$ cat src/rtl/hls_deadlock_report_arbiter_pkg.sv
// Shared types and widths for the deadlock report arbiter and its helpers.
package hls_deadlock_report_arbiter_pkg;

  localparam int unsigned SRC_ID_W = 4;
  localparam int unsigned CNT_W    = 8;

  typedef enum logic [0:0] {
    StIdle,
    StOffer
  } state_e;

endpackage

$ cat src/rtl/hls_deadlock_rr_pick.sv
// Combinational round-robin search: first set pending bit at or after ptr_i, wrapping.
module hls_deadlock_rr_pick
  import hls_deadlock_report_arbiter_pkg::*;
#(
  parameter int unsigned N_SRC = 7
) (
  input  logic [N_SRC-1:0]    pending_i,
  input  logic [SRC_ID_W-1:0] ptr_i,
  output logic                found_o,
  output logic [SRC_ID_W-1:0] idx_o
);

  logic [2*N_SRC-1:0] dbl;
  logic [N_SRC-1:0]   rot;

  // Rotating a doubled copy puts the pointer position at bit 0.
  assign dbl = {pending_i, pending_i};
  assign rot = dbl[ptr_i +: N_SRC];

  always_comb begin
    int s;
    s       = 0;
    found_o = |rot;
    idx_o   = '0;
    // Walk downwards so the lowest rotated offset wins.
    for (int k = N_SRC - 1; k >= 0; k--) begin
      if (rot[k]) begin
        s = int'(ptr_i) + k;
        if (s >= int'(N_SRC)) begin
          s = s - int'(N_SRC);
        end
        idx_o = SRC_ID_W'(s);
      end
    end
  end

endmodule

$ cat src/rtl/hls_deadlock_report_arbiter.sv
// Debounces per-source deadlock flags and reports each confirmed episode once, round-robin.
module hls_deadlock_report_arbiter
  import hls_deadlock_report_arbiter_pkg::*;
#(
  parameter int unsigned N_SRC  = 7,
  parameter int unsigned THRESH = 16
) (
  input  logic                clock,
  input  logic                reset,
  input  logic [N_SRC-1:0]    block_in,
  input  logic                clear,
  output logic                rpt_valid,
  input  logic                rpt_ready,
  output logic [SRC_ID_W-1:0] rpt_src_id,
  output logic                any_block
);

  localparam logic [CNT_W-1:0] ThreshCnt   = CNT_W'(THRESH);
  localparam logic [CNT_W-1:0] ThreshCntM1 = CNT_W'(THRESH - 1);

  state_e               state_q;
  logic [CNT_W-1:0]     cnt_q [N_SRC];
  logic [CNT_W-1:0]     cnt_d [N_SRC];
  logic [N_SRC-1:0]     pending_q, pending_d;
  logic [N_SRC-1:0]     reported_q, reported_d;
  logic [N_SRC-1:0]     pend_set, ack_mask;
  logic [SRC_ID_W-1:0]  rr_ptr_q, rr_ptr_next;
  logic [SRC_ID_W-1:0]  rpt_src_id_q;
  logic                 rpt_valid_q;
  logic                 any_block_q;
  logic                 ack;
  logic                 pick_found;
  logic [SRC_ID_W-1:0]  pick_idx;

  hls_deadlock_rr_pick #(
    .N_SRC(N_SRC)
  ) u_pick (
    .pending_i(pending_q),
    .ptr_i    (rr_ptr_q),
    .found_o  (pick_found),
    .idx_o    (pick_idx)
  );

  assign ack         = (state_q == StOffer) && rpt_ready;
  assign rr_ptr_next = (rpt_src_id_q == SRC_ID_W'(N_SRC - 1)) ? '0
                                                               : rpt_src_id_q + SRC_ID_W'(1);

  always_comb begin
    cnt_d    = cnt_q;
    pend_set = '0;
    ack_mask = '0;
    for (int i = 0; i < N_SRC; i++) begin
      if (!block_in[i]) begin
        cnt_d[i] = '0;
      end else if (cnt_q[i] != ThreshCnt) begin
        cnt_d[i] = cnt_q[i] + CNT_W'(1);
      end
      pend_set[i] = block_in[i] && (cnt_q[i] == ThreshCntM1) && !reported_q[i];
      ack_mask[i] = ack && (rpt_src_id_q == SRC_ID_W'(i));
    end
    pending_d  = (pending_q | pend_set) & ~ack_mask;
    // An ack that lands after the flag already dropped must not block the next episode.
    reported_d = (reported_q | ack_mask) & block_in;
  end

  always_ff @(posedge clock) begin
    if (reset) begin
      state_q      <= StIdle;
      cnt_q        <= '{default: '0};
      pending_q    <= '0;
      reported_q   <= '0;
      rr_ptr_q     <= '0;
      rpt_src_id_q <= '0;
      rpt_valid_q  <= 1'b0;
      any_block_q  <= 1'b0;
    end else if (clear) begin
      state_q     <= StIdle;
      cnt_q       <= '{default: '0};
      pending_q   <= '0;
      reported_q  <= '0;
      rpt_valid_q <= 1'b0;
      any_block_q <= 1'b0;
    end else begin
      cnt_q       <= cnt_d;
      pending_q   <= pending_d;
      reported_q  <= reported_d;
      any_block_q <= |pending_q;
      case (state_q)
        StIdle: begin
          if (pick_found) begin
            rpt_src_id_q <= pick_idx;
            rpt_valid_q  <= 1'b1;
            state_q      <= StOffer;
          end
        end
        StOffer: begin
          if (rpt_ready) begin
            rpt_valid_q <= 1'b0;
            rr_ptr_q    <= rr_ptr_next;
            state_q     <= StIdle;
          end
        end
        default: begin
          rpt_valid_q <= 1'b0;
          state_q     <= StIdle;
        end
      endcase
    end
  end

  assign rpt_valid  = rpt_valid_q;
  assign rpt_src_id = rpt_src_id_q;
  assign any_block  = any_block_q;

endmodule

$ cat config.mk
export PLATFORM = sky130hd
export DESIGN_NAME = hls_deadlock_report_arbiter
export DESIGN_NICKNAME = d
export VERILOG_FILES = /design/src/rtl/hls_deadlock_report_arbiter_pkg.sv /design/src/rtl/hls_deadlock_rr_pick.sv /design/src/rtl/hls_deadlock_report_arbiter.sv
export SDC_FILE = /design/constraint.sdc
export NUM_CORES = 1
export LEC_CHECK = 0
export ABC_AREA = 1
export ABC_CLOCK_PERIOD_IN_PS = 2800
export CAP_MARGIN = 15
export CORE_MARGIN = 1.5
export CORE_UTILIZATION = 50
export CTS_CLUSTER_SIZE = 14
export DETAILED_ROUTE_END_ITERATION = 8
export HOLD_SLACK_MARGIN = 0.12
export PLACE_DENSITY = 0.67
export SLEW_MARGIN = 40
export SYNTH_ARGS = -nofsm -noshare
export SYNTH_HDL_FRONTEND = slang
export SYNTH_SLANG_ARGS = --single-unit
$ cat constraint.sdc
create_clock -name clock -period 2.8 [get_ports clock]
set_clock_uncertainty 0.05 [all_clocks]
set_input_delay 0.84 -clock clock [delete_from_list [all_inputs] [get_ports clock]]
set_output_delay 0.84 -clock clock [all_outputs]
set_load 0.02 [all_outputs]
**Run 1: the clock network**

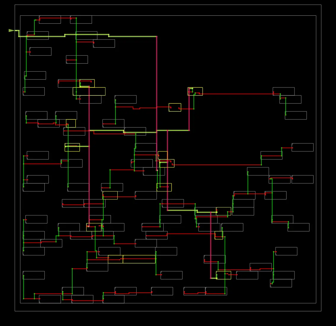
Inserted Clock Buffers: 9
clk_lat worst skew: 0.37 ns

**Run 1: cell classes on the final placement**

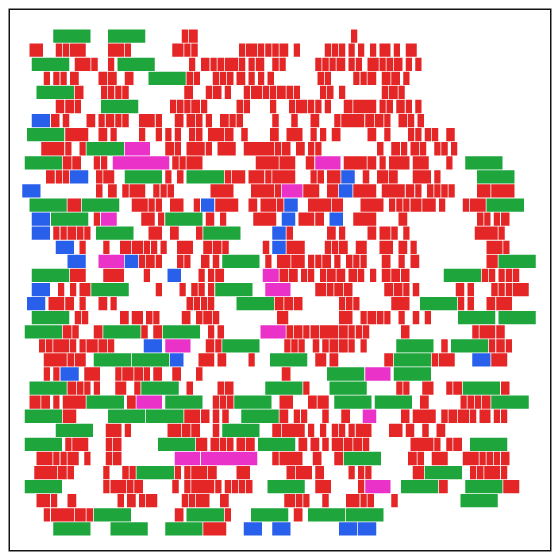
| color | class | cells | share of their area |
|---|---|---|---|
| green | registers | 81 | 29% |
| blue | remaining buffers and delay cells | 27 | 4.4% |
| red | remaining logic cells | 673 | 62% |
| magenta | clock drivers and dummy loads | 16 | 4.2% |

**Run 1: register map, names as in the netlist**

Scale bar: 20 um. Other sequential cells in the stronger gray, the rest of the logic in the fainter gray.
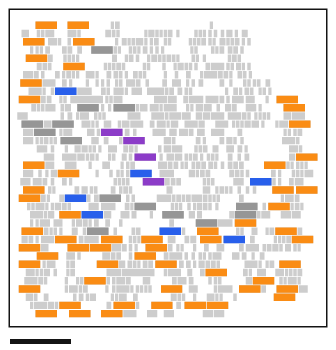
| color | signal | placed flops |
|---|---|---|
| purple | rr_ptr_q | 4 |
| blue | reported_q | 7 |
| orange | cnt_q | 56 |
not colored: 14

==> results.sh, run 1 <==
# physical design summary
export IMPL_status="finished, final reports clean"
export IMPL_rows=36
export IMPL_powerComb_uw=59.8
export IMPL_ys_top_logic_family="simple AND/OR/NAND/NOR gates"
export IMPL_maxCapViolCount=0
export IMPL_yosys_cells=766
export IMPL_arrival_ns=2.74
export IMPL_syn_inst=766
export IMPL_routed_top_layer="met4"
export IMPL_port_buffers=16
export IMPL_wl_met2_um=5440
export IMPL_warnings=43
export IMPL_ys_sh_adder_pct=6.58
export IMPL_p_seq_uw=1160
export IMPL_avgViaCountPerCell=5.22
export IMPL_cts_tree="done"
export IMPL_antenna_found_initial=0
export IMPL_die_w_um=104
export IMPL_place_ws_ns=0.286
export IMPL_cts_root_buf="clkbuf_8"
export IMPL_fin_crit_sh_pct=88.8
export IMPL_ctsHtreeMaxLevel=3
export IMPL_whs_ns=0.410
export IMPL_worstMarginPinSlew_ns=0.707
export IMPL_ctsResizeCount=0
export IMPL_ys_area_um2=5130
export IMPL_worst_r2r_setup_slack_ns=0.31
export IMPL_power_density_nw_per_um2=394
export IMPL_totalWireLength_um=11900
export IMPL_required_ns=3.06
export IMPL_postCtsSetupBuffers=0
export IMPL_cp_start_kind="flip-flop"
export IMPL_drt_iter0_drc=369
export IMPL_power_leader="registers"
export IMPL_hold_viol_final=0
export IMPL_ys_sh_xor_pct=5.26
export IMPL_power_share_switching_pct=23.0
export IMPL_yosys_area_top_type_share_pct=31.6
export IMPL_worstSetupPathType="flip-flop to flip-flop"
export IMPL_track_usage_pct=23.2
export IMPL_slowest_delay_ns=0.62
export IMPL_wl_per_cell_um=12.8
export IMPL_internal_power_uw=1720
export IMPL_avgSynthCellArea_um2=6.70
export IMPL_cpMaxStageDelayCell="dfxtp_1"
export IMPL_p_clk_uw=1020
export IMPL_crit_buf_inv=2
export IMPL_first_pass_iters=5
export IMPL_critPathMaxFanout=10
export IMPL_vias=4852
export IMPL_edf_count=0
export IMPL_clkPwrFrac_pct=45.4
export IMPL_synth_seq_share_pct=31.6
export IMPL_final_layout_top_logic_cells="nand2_1 (185), nor2_1 (96), inv_1 (90), dfxtp_1 (81), nand3_1 (65)"
export IMPL_mux_area_share_pct=0
export IMPL_hold_class="flip-flop to flip-flop"
export IMPL_setup_violations_final=0
export IMPL_layout_top_cell="nand2_1"
export IMPL_slew_headroom_pct=52.5
export IMPL_cp_end_kind="flip-flop"
export IMPL_synth_flops=81
export IMPL_crit_top_cell="nand2_1"
export IMPL_grt_pass1_wl_um=20800
export IMPL_fin_crit_ns=2.49
export IMPL_simple_gate_share_pct=36.0
export IMPL_grt_start_max_net_pins=17
export IMPL_power_frac_comb_pct=2.7
export IMPL_irDropWorstVdd_uv=359
export IMPL_seq_power_share_pct=51.9
export IMPL_utilization_pct=57.6
export IMPL_wl_met3_um=493
export IMPL_top_cells_by_area="dfxtp_1 (32%), nand2_1 (14%), nor2_1 (7.0%)"
export IMPL_cts_root_to_sink_buffers=2
export IMPL_synth_cell_area_um2=5130
export IMPL_yosys_warnings=0
export IMPL_syn2layout_area_growth_pct=10.7
export IMPL_aoi_share_pct=11.7
export IMPL_drive_gt1_share_pct=8.03
export IMPL_critPathTopFamily="simple AND/OR/NAND/NOR gates"
export IMPL_syn_nets=804
export IMPL_async_flop_share_pct=0
export IMPL_flop_cell="dfxtp_1"
export IMPL_cts_hold_buf=0
export IMPL_cts_sinks=81
export IMPL_ys_types=46
export IMPL_antenna_cells=0
export IMPL_tns_ns=0
export IMPL_netSwitchingPower_uw=516
export IMPL_die_y_um=104
export IMPL_layout_setup_ws_ns=0.314
export IMPL_core_area_um2=9860
export IMPL_place_congestion=0.914
export IMPL_nets=830
export IMPL_drv_slew=0
export IMPL_max_freq_mhz=402
export IMPL_hpwl_um=9060
export IMPL_drtAntennaViolNets=0
export IMPL_rsz0062_at_grt="false"
export IMPL_grt_pass1_vias=4626
export IMPL_top_area_cell="dfxtp_1"
export IMPL_path_clk_slew_ns=0.09
export IMPL_common_cells="nand2_1 (185), nor2_1 (96), inv_1 (90)"
export IMPL_crit_chain="inv_4, ha_1, inv_1, nand2_1, nand3_1, nor2_4, xor2_1, nand2_1, nand2_1, nand3_1, nand2_1, nand2_1, nand2_1, nand2_1, nand2_1, nand2_1, a21oi_2"
export IMPL_chip_area_um2=10900
export IMPL_fp_util_pct=52.0
export IMPL_ios=17
export IMPL_drc=0
export IMPL_p_leak_uw=0.00234
export IMPL_m1WireLength_um=5660
export IMPL_overflow=0
export IMPL_top_cell="nand2_1"
## run 1: worst register-to-register path, cell delays in order (launching register included)
cell	delay (ns)
dfxtp_1	0.62
inv_4	0.12
ha_1	0.35
inv_1	0.06
nand2_1	0.08
nand3_1	0.13
nor2_4	0.18
xor2_1	0.17
nand2_1	0.07
nand2_1	0.06
nand3_1	0.08
nand2_1	0.10
nand2_1	0.06
nand2_1	0.05
nand2_1	0.04
nand2_1	0.05
nand2_1	0.06
a21oi_2	0.10
## run 1: path summary, 6_finish.rpt
check                                         startpoint                         end  depth (start not counted)
worst max-delay path            rr_ptr_q[2]$_SDFFE_PP0P_  rpt_src_id[0]$_SDFFE_PP0P_                         17
worst min-delay path            reported_q[4]$_SDFF_PP0_    reported_q[4]$_SDFF_PP0_                          2
worst max register to register  rr_ptr_q[2]$_SDFFE_PP0P_  rpt_src_id[0]$_SDFFE_PP0P_                         17
worst min register to register  reported_q[4]$_SDFF_PP0_    reported_q[4]$_SDFF_PP0_                          2
## run 1: per-layer routing
metal | GRT usage, % | vias up
li1 | - | 2539
met1 | 31.1 | 2178
met2 | 36.8 | 106
met3 | 3.51 | 29
met4 | 10.1 | 0
met5 | 0 | -
## run 1: sequential cells by signal (all words and copies together) (netlist names)
register / flops
any_block: 1
cnt_q: 56
pending_q: 7
reported_q: 7
rpt_src_id: 4
rpt_valid: 1
rr_ptr_q: 4
state_q: 1
## run 1: area by class of cell
class                   count  area [um2]
fillers                   981        4180
multi-input cells         577        3060
flip-flops and latches     81        1620
inverters                  96         363
repair buffers             27         243
well taps                 133         166
clock buffers              10         138
clock inverters             6        96.3
## run 1: per-stage QoR
step                      power, uW  instances  cell area [um2]
final                          2240        930             5680
after global routing           2310        930             5680
after CTS                      2260        930             5680
after detailed placement       1250        914             5450
after global placement         1250        914             5450
after floorplan                1220        766             5130
**Run 1: clock network drawn from the DEF**

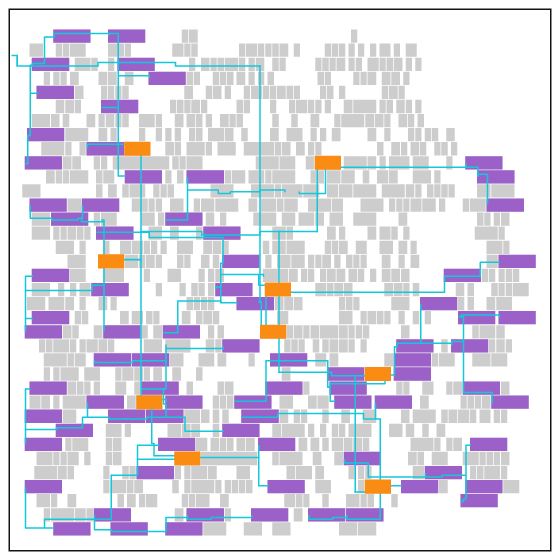

==> inputs of run 2 (changes only) <==
--- a/config.mk
+++ b/config.mk
@@ -13,7 +13,7 @@
 export CTS_CLUSTER_SIZE = 14
 export DETAILED_ROUTE_END_ITERATION = 8
 export HOLD_SLACK_MARGIN = 0.12
-export PLACE_DENSITY = 0.67
+export PLACE_DENSITY = 0.64
 export SLEW_MARGIN = 40
 export SYNTH_ARGS = -nofsm -noshare
 export SYNTH_HDL_FRONTEND = slang
**Run 2: clock network drawn from the DEF**

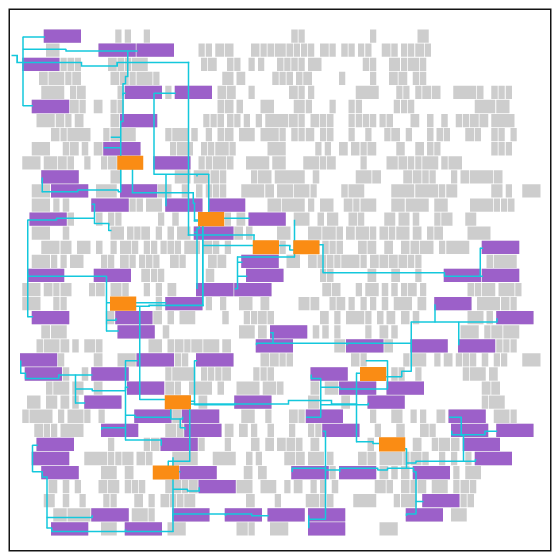
[orange] clock-net drivers | count: 9
[purple] flip-flops | count: 81
[cyan] clock wires | length: 1020 um
routed clock nets: 10
flops lie: spread over the die
clk_lat worst skew: 0.35 ns
clock network power share: 39.5%

==> run 2 against run 1 <==
Compared with the run above:
- sequential share of layout area increased by 0.21 points
- setup slack gained 0.070 ns
- critical path depth is 5 lower
- first-iteration DRC count fell by 35%
- area after synthesis did not move
- global-route usage down 0.54 points
- largest power group unchanged
- total power is 9.9% lower
==> results.sh, run 2 <==
# physical design summary
export IMPL_drt_iter0_drc=240
export IMPL_top_register="cnt_q"
export IMPL_power_density_nw_per_um2=357
export IMPL_port_buffers=16
export IMPL_fin_total_pwr_uw=2020
export IMPL_worstMarginPinSlew_ns=0.702
export IMPL_slowest_delay_ns=0.34
export IMPL_drv_slew=0
export IMPL_die_w_um=104
export IMPL_cts_sinks=81
export IMPL_power_share_switching_pct=23.0
export IMPL_irDropWorstVdd_uv=242
export IMPL_placed_area_um2=5460
export IMPL_die_y_um=104
export IMPL_yosys_cells=766
export IMPL_power_frac_comb_pct=2.9
export IMPL_cts_buffers=9
export IMPL_vias=4920
export IMPL_avgViaCountPerCell=5.28
export IMPL_top_usage_layer="met2"
export IMPL_maxCapViolCount=0
export IMPL_postCtsSetupBuffers=0
export IMPL_path_clk_slew_ns=0.08
export IMPL_rsz0062_at_grt="false"
export IMPL_setup_violations_final=0
export IMPL_cts_tree="done"
export IMPL_powerComb_uw=59.0
export IMPL_required_ns=2.99
export IMPL_ys_top_logic_family="simple AND/OR/NAND/NOR gates"
export IMPL_syn_inst=766
export IMPL_simple_gate_share_pct=36.0
export IMPL_flop_cell="dfxtp_1"
export IMPL_seq_power_share_pct=57.6
export IMPL_aoi_share_pct=11.7
export IMPL_hold_class="flip-flop to flip-flop"
export IMPL_place_congestion=0.947
export IMPL_warnings=43
export IMPL_ys_sh_xor_pct=5.26
export IMPL_fin_crit_ns=2.42
export IMPL_final_cell_area_um2=5650
export IMPL_avgSynthCellArea_um2=6.70
export IMPL_chip_area_um2=10900
export IMPL_synth_cell_area_um2=5130
export IMPL_synth_seq_share_pct=31.6
export IMPL_netSwitchingPower_uw=462
export IMPL_ys_types=46
export IMPL_fp_util_pct=52.0
export IMPL_totalWireLength_um=11900
export IMPL_cts_root_to_sink_buffers=2
export IMPL_crit_chain="buf_4, ha_1, xnor2_1, nor2_1, a21oi_2, nand4_1, inv_1, a21oi_1, a21oi_1, nand2_1, nand2_1, a21oi_2"
export IMPL_rows=36
export IMPL_yosys_area_top_type_share_pct=31.6
export IMPL_internal_power_uw=1550
export IMPL_grt_pass1_vias=4707
export IMPL_common_cells="nand2_1 (185), nor2_1 (96), inv_1 (90)"
export IMPL_grt_start_max_net_pins=15
export IMPL_p_seq_uw=1160
export IMPL_regArea_um2=1620
export IMPL_top_cell="nand2_1"
export IMPL_status="finished, final reports clean"
export IMPL_p_clk_uw=795
export IMPL_place_ws_ns=0.207
export IMPL_power_leader="registers"
export IMPL_nets=832
export IMPL_max_freq_mhz=414
export IMPL_yosys_warnings=0
export IMPL_ctsHtreeMaxLevel=3
export IMPL_critPathMaxFanout=9
export IMPL_cts_root_buf="clkbuf_8"
export IMPL_grt_pass1_wl_um=20500
export IMPL_slew_headroom_pct=52.8
export IMPL_wl_per_cell_um=12.8
export IMPL_antenna_found_initial=0
export IMPL_syn2layout_area_growth_pct=9.97
export IMPL_fin_crit_sh_pct=86.3
export IMPL_grtUsageMet1_pct=31.0
export IMPL_overflow=0
export IMPL_ios=17
export IMPL_synth_flops=81
export IMPL_tns_ns=0
export IMPL_cpMaxStageDelayCell="xnor2_1"
export IMPL_async_flop_share_pct=0
export IMPL_worstSetupPathType="flip-flop to flip-flop"
export IMPL_reg_top3="cnt_q: 56 flops, pending_q: 7 flops, reported_q: 7 flops"
export IMPL_fill_cells=999
export IMPL_layout_top_cell="nand2_1"
export IMPL_core_area_um2=9860
export IMPL_top_area_cell="dfxtp_1"
export IMPL_drtAntennaViolNets=0
export IMPL_drive_gt1_share_pct=8.15
export IMPL_edf_count=0
export IMPL_cp_start_kind="flip-flop"
export IMPL_final_layout_top_logic_cells="nand2_1 (185), nor2_1 (96), inv_1 (90), dfxtp_1 (80), nand3_1 (65)"
export IMPL_utilization_pct=57.2
export IMPL_first_pass_iters=7
export IMPL_use_met2_pct=35.4
export IMPL_hpwl_um=9170
export IMPL_antenna_cells=0
export IMPL_drc=0
export IMPL_hold_viol_final=0
export IMPL_arrival_ns=2.60
export IMPL_largest_reg_flops=56
export IMPL_cp_end_kind="flip-flop"
export IMPL_ys_sh_adder_pct=6.58
export IMPL_mux_area_share_pct=0
export IMPL_track_usage_pct=22.7
export IMPL_grt_util_met3_pct=4.89
export IMPL_comb_area_um2=3060
export IMPL_p_leak_uw=0.00232
export IMPL_syn_nets=804
export IMPL_ys_area_um2=5130
export IMPL_layout_setup_ws_ns=0.384
export IMPL_top_cells_by_area="dfxtp_1 (32%), nand2_1 (14%), nor2_1 (7.0%)"
-- run 2: cell types whose count changed in the layout (fill, tap and decap cells not counted) --
cell,previous run,this run
inv_8,1,0
buf_4,11,13
clkinv_4,0,1
dfxtp_2,0,1
clkbuf_8,10,11
clkbuf_1,0,1
dfxtp_1,81,80
bufinv_16,2,0
inv_6,2,1
-- run 2: per-layer routing --
layer	wire length [um]	part of all wire, %
met1	5880	49
met2	5240	44
met3	660	5.5
met4	139	1.2
met5	0	0
-- run 2: repair_timing --
item / CTS / global route
resized: 0 / 1
hold buffers: 0 / 0
setup endpoints to repair: 0 / 1
-- run 2: metrics by stage --
stage	cells	hold WS [ns]
2_1_floorplan	766	0.380
3_3_place_gp	916	0.389
3_5_place_dp	916	0.399
4_1_cts	931	0.411
5_1_grt	931	0.429
6_report	931	0.409
-- run 2: cell type report --
cell class	instances	area share, %
inverter	96	6.43
sequential	81	28.7
tap	133	2.95
timing repair buffer	29	4.57
multi-input combinational	577	54.1
clock buffer	12	2.75
clock inverter	3	0.443
-- run 2: final timing paths --
path,from,end,slack (ns),cells past startpoint
min,reported_q[6]$_SDFF_PP0_,reported_q[6]$_SDFF_PP0_,0.41,2
max,rr_ptr_q[1]$_SDFFE_PP0P_,rpt_src_id[1]$_SDFFE_PP0P_,0.38,12
min reg2reg,reported_q[6]$_SDFF_PP0_,reported_q[6]$_SDFF_PP0_,0.41,2
max reg2reg,rr_ptr_q[1]$_SDFFE_PP0P_,rpt_src_id[1]$_SDFFE_PP0P_,0.38,12
-- run 2: critical path, delay by kind of cell (launching register included) --
kind            cells  cell delay [ns]
buf+inv             2             0.33
compound gates      4             0.52
flops               1             0.33
simple gates        4             0.50
xor+xnor            1             0.34
fa+ha+maj           1             0.23
**Run 2: cell classes on the final placement**

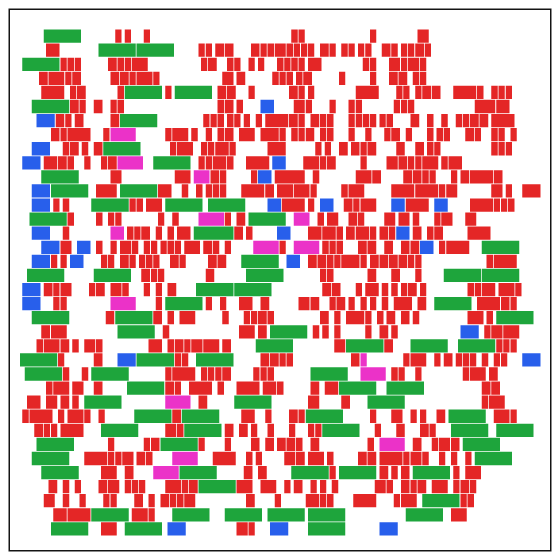

==> inputs of run 3 (changes only) <==
--- a/config.mk
+++ b/config.mk
@@ -9,11 +9,11 @@
 export ABC_CLOCK_PERIOD_IN_PS = 2800
 export CAP_MARGIN = 15
 export CORE_MARGIN = 1.5
-export CORE_UTILIZATION = 50
+export CORE_UTILIZATION = 55
 export CTS_CLUSTER_SIZE = 14
 export DETAILED_ROUTE_END_ITERATION = 8
 export HOLD_SLACK_MARGIN = 0.12
-export PLACE_DENSITY = 0.64
+export PLACE_DENSITY = 0.7
 export SLEW_MARGIN = 40
 export SYNTH_ARGS = -nofsm -noshare
 export SYNTH_HDL_FRONTEND = slang
**Run 3: cell classes on the final placement**

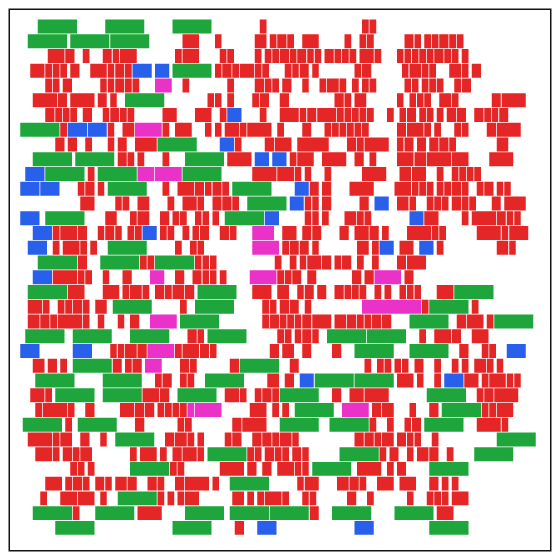
| color | class | cells | share of their area |
|---|---|---|---|
| green | registers | 81 | 29% |
| magenta | clock drivers and dummy loads | 16 | 3.7% |
| blue | remaining buffers and delay cells | 30 | 4.8% |
| red | remaining logic cells | 673 | 62% |

==> run 3 against run 2 <==
Compared with the run above:
- die size down 8.8%
- combinational power up 2%
- cell area about the same
- non-clock buffer count up 1
- largest power group unchanged
- critical path type unchanged
- fmax down 4.1%
- global-route usage up 1.8 points
- critical path depth up 5
- sequential power about the same
- area after synthesis unchanged
- utilization up 4.5 points
- total power up 4.1%
- sequential share of layout area about the same
==> results.sh, run 3 <==
# physical design summary
export IMPL_status="finished, final reports clean"
export IMPL_synth_seq_share_pct=31.6
export IMPL_yosys_area_top_type_share_pct=31.6
export IMPL_worstSetupPathType="flip-flop to flip-flop"
export IMPL_cts_buffers=9
export IMPL_cts_root_buf="clkbuf_8"
export IMPL_top_area_cell="dfxtp_1"
export IMPL_ys_top_logic_family="simple AND/OR/NAND/NOR gates"
export IMPL_rsz0062_at_grt="false"
export IMPL_overflow=0
export IMPL_crit_chain="inv_4, ha_1, inv_1, nand2_1, nand3_1, nor2_4, xor2_1, nand2_1, nand2_1, nand3_1, nand2_1, nand2_1, nand2_1, nand2_1, nand2_1, nand2_1, a21oi_2"
export IMPL_final_cell_area_um2=5650
export IMPL_internal_power_uw=1610
export IMPL_syn2layout_area_growth_pct=9.99
export IMPL_worstMarginPinSlew_ns=0.709
export IMPL_p_seq_uw=1160
export IMPL_chip_area_um2=9920
export IMPL_drt_iter0_drc=208
export IMPL_fin_total_pwr_uw=2100
export IMPL_final_layout_top_logic_cells="nand2_1 (185), nor2_1 (96), inv_1 (90), dfxtp_1 (81), nand3_1 (65)"
export IMPL_synth_flops=81
export IMPL_cts_root_to_sink_buffers=2
export IMPL_drc=0
export IMPL_crit_buf_inv=2
export IMPL_avgViaCountPerCell=5.32
export IMPL_first_pass_iters=7
export IMPL_hpwl_um=8830
export IMPL_warnings=43
export IMPL_arrival_ns=2.76
export IMPL_ys_sh_adder_pct=6.58
export IMPL_yosys_warnings=0
export IMPL_seq_power_share_pct=55.3
export IMPL_grt_start_max_net_pins=16
export IMPL_ys_sh_xor_pct=5.26
export IMPL_worst_r2r_setup_slack_ns=0.28
export IMPL_syn_inst=766
export IMPL_die_y_um=99.6
export IMPL_largest_reg_flops=56
export IMPL_place_ws_ns=0.289
export IMPL_ctsHtreeMaxLevel=3
export IMPL_power_density_nw_per_um2=372
export IMPL_clkPwrFrac_pct=41.8
export IMPL_hold_viol_final=0
export IMPL_whs_ns=0.414
export IMPL_grt_pass1_vias=4370
export IMPL_common_cells="nand2_1 (185), nor2_1 (96), inv_1 (90)"
export IMPL_power_leader="registers"
export IMPL_postCtsSetupBuffers=0
export IMPL_path_clk_slew_ns=0.08
export IMPL_cpMaxStageDelayCell="dfxtp_1"
export IMPL_maxCapViolCount=0
export IMPL_core_area_um2=9150
export IMPL_ys_types=46
export IMPL_critPathTopFamily="simple AND/OR/NAND/NOR gates"
export IMPL_slowest_delay_ns=0.60
export IMPL_drv_slew=0
export IMPL_dpl_cell_count=895
export IMPL_cp_end_kind="flip-flop"
export IMPL_hold_class="flip-flop to flip-flop"
export IMPL_syn_nets=804
export IMPL_ys_area_um2=5130
export IMPL_flop_cell="dfxtp_1"
export IMPL_irDropWorstVdd_uv=299
export IMPL_r2r_end="rpt_src_id[0]$_SDFFE_PP0P_"
export IMPL_simple_gate_share_pct=36.0
export IMPL_wl_per_cell_um=12.6
export IMPL_netSwitchingPower_uw=491
-- run 3: final cells by class --
| type | count | area [um2] | area share (%) |
|---|---|---|---|
| clock buffers | 10 | 128 | 2.26 |
| well taps | 111 | 139 | 2.46 |
| clock inverters | 6 | 75.1 | 1.33 |
| inverters | 96 | 363 | 6.43 |
| repair buffers | 30 | 265 | 4.70 |
| flip-flops and latches | 81 | 1620 | 28.7 |
| multi-input cells | 577 | 3060 | 54.1 |
-- run 3: kinds of logic (layout without fill, tap and decap cells) --
family	Yosys count	count (layout)
and+or+nand+nor	419	419
AOI/OAI and AO/OA	101	101
DFF	81	81
adders and majority gates	27	27
xor gates and xnor gates	30	30
buffers and inverters	108	142
-- run 3: worst max-delay path by stage --
stage | startpoint | end | cells past startpoint
6_report | rr_ptr_q[2]$_SDFFE_PP0P_ | rpt_src_id[0]$_SDFFE_PP0P_ | 17
5_1_grt | rr_ptr_q[1]$_SDFFE_PP0P_ | rpt_src_id[2]$_SDFFE_PP0P_ | 16
4_1_cts | rr_ptr_q[2]$_SDFFE_PP0P_ | rpt_src_id[0]$_SDFFE_PP0P_ | 17
3_5_place_dp | clear | cnt_q[39]$_SDFFE_PP0P_ | 6
3_3_place_gp | rr_ptr_q[2]$_SDFFE_PP0P_ | rpt_src_id[0]$_SDFFE_PP0P_ | 17
2_1_floorplan | rr_ptr_q[2]$_SDFFE_PP0P_ | rpt_src_id[0]$_SDFFE_PP0P_ | 19
-- run 3: per-layer routing --
layer | GRT usage (%) | share of wire [%]
met1 | 34.2 | 50
met2 | 39.2 | 45
met3 | 4.22 | 4.8
met4 | 6.07 | 0.86
met5 | 0 | 0
-- run 3: worst min-delay path: cells and delay by family, from the launching register on --
family | cells | cell delay (ns)
flip-flops | 1 | 0.30
AND-OR/OR-AND | 1 | 0.06
buffers and inverters | 1 | 0.06
Power and IR drop assume default switching activity.
